==> config.mk <==
export PLATFORM = sky130hd
export DESIGN_NAME = systolic_feeder_flat
export DESIGN_NICKNAME = d
export VERILOG_FILES = /design/src/rtl/systolic_feeder_if.sv /design/src/rtl/systolic_feeder.sv /design/src/flat_wrapper.sv
export SDC_FILE = /design/constraint.sdc
export NUM_CORES = 1
export LEC_CHECK = 0
export ABC_AREA = 1
export CAP_MARGIN = 15
export CORE_MARGIN = 3
export CORE_UTILIZATION = 45
export DETAILED_ROUTE_END_ITERATION = 16
export PLACE_DENSITY = 0.68
export SETUP_SLACK_MARGIN = 0.5
export SYNTH_ARGS = -nofsm -noshare
export SYNTH_HDL_FRONTEND = slang
export SYNTH_SLANG_ARGS = --single-unit
==> constraint.sdc <==
create_clock -name clk -period 6.1 [get_ports clk]
set_input_delay 1.525 -clock clk [delete_from_list [all_inputs] [get_ports clk]]
set_output_delay 1.525 -clock clk [all_outputs]
set_load 0.005 [all_outputs]
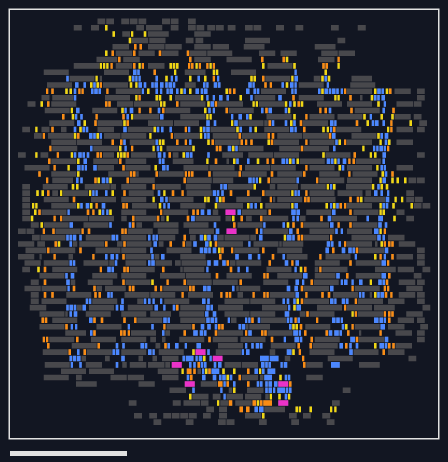
*Gate-type map*
Scale bar: 50 um.
| colour | family | cells |
|---|---|---|
| blue | nand cells | 506 |
| magenta | fa/ha/maj cells | 8 |
| orange | nor cells | 340 |
| yellow | inv cells | 231 |
fraction of area in multi-input gates: 22.38%
tally of non-filler cells in the final layout: 2025
most frequent logic cell in the layout: nor2_1

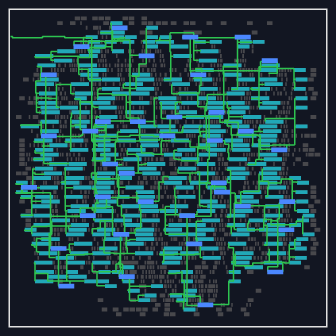
*Clock wires, drivers and flops*
[blue] clock-net drivers | count: 37
[green] clock wires | length: 3920 um
[cyan] flip-flops | count: 331
routed clock nets: 38
worst-skew pair later-pin latency: 510 ps
share of power burned in the clock network: 41.1%
final clock skew: 14.69 ps
power of the clock network: 2.10 mW

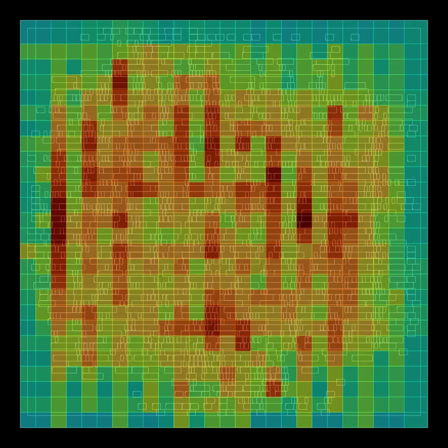
*Routing congestion map*
All-Layer GR Usage: 22.48%
met2 routing resource usage after global routing: 37.26%

==> impl_summary.log <==
[report] extracting results
[metrics] ys cells: between 1500 and 2000
[metrics] number of clock sinks seen by CTS: 331
[metrics] antenna-violating nets left: 0
[metrics] layer carrying the most global-route usage: met2
[metrics] cell-internal power: a little under 4 mW
[metrics] WP depth: 8
[metrics] met3 wirelength from detailed routing: 3239 um
[metrics] netlist area before placement: around 14000 um^2
[metrics] status: complete, no violations
[metrics] Total Negative Setup Slacks: 0 ps
[metrics] area of the placeable core: just over 30000 um^2
[metrics] average size of a mapped cell: ~9.3 um^2
[metrics] largest cells by area after synthesis: edfxtp_1 55%, dfxtp_1 11%, nor2_1 8.9%
[metrics] metal2 WL: ~18000 um
[metrics] seq pwr: approximately 2.5 mW
[metrics] final tally of setup violations: 0
[metrics] Dominant cell area share: a little over half
[metrics] hold buffer count at cts: 0
[metrics] cell chosen for the clock root: clkbuf_16
[metrics] combinational power share: under 10%
[metrics] Least-Margin Pin Slew: between 900 and 1000 ps
[metrics] most frequently used flop master after synthesis: edfxtp_1
[metrics] Slowest Stage Delay on Critical Path: between 500 and 600 ps
[metrics] final period demand of the worst path: between 3000 and 4000 ps
metrics by stage:
| stage | hold slack [ps] | instance area [um^2] | util (%) |
|---|---|---|---|
| 3_3_place_gp | 462.9 | 15500 | 50.41 |
| 4_1_cts | 510.6 | 16640 | 54.10 |
| 6_report | 500.5 | 16640 | 54.10 |
| 3_5_place_dp | 496.6 | 15500 | 50.41 |
| 5_1_grt | 518.4 | 16640 | 54.10 |
| 2_1_floorplan | 444.7 | 14100 | - |
area by class of cell:
| cell class | count | share of cell area, % |
|---|---|---|
| inverter | 231 | 5.212 |
| tap | 396 | 2.978 |
| clock buffer | 51 | 6.069 |
| clock inverter | 14 | 0.7521 |
| sequential | 331 | 55.23 |
| timing repair buffer | 128 | 7.371 |
| multi-input combinational | 874 | 22.38 |
No activity file was given, so power comes from the tool's default toggle rates.
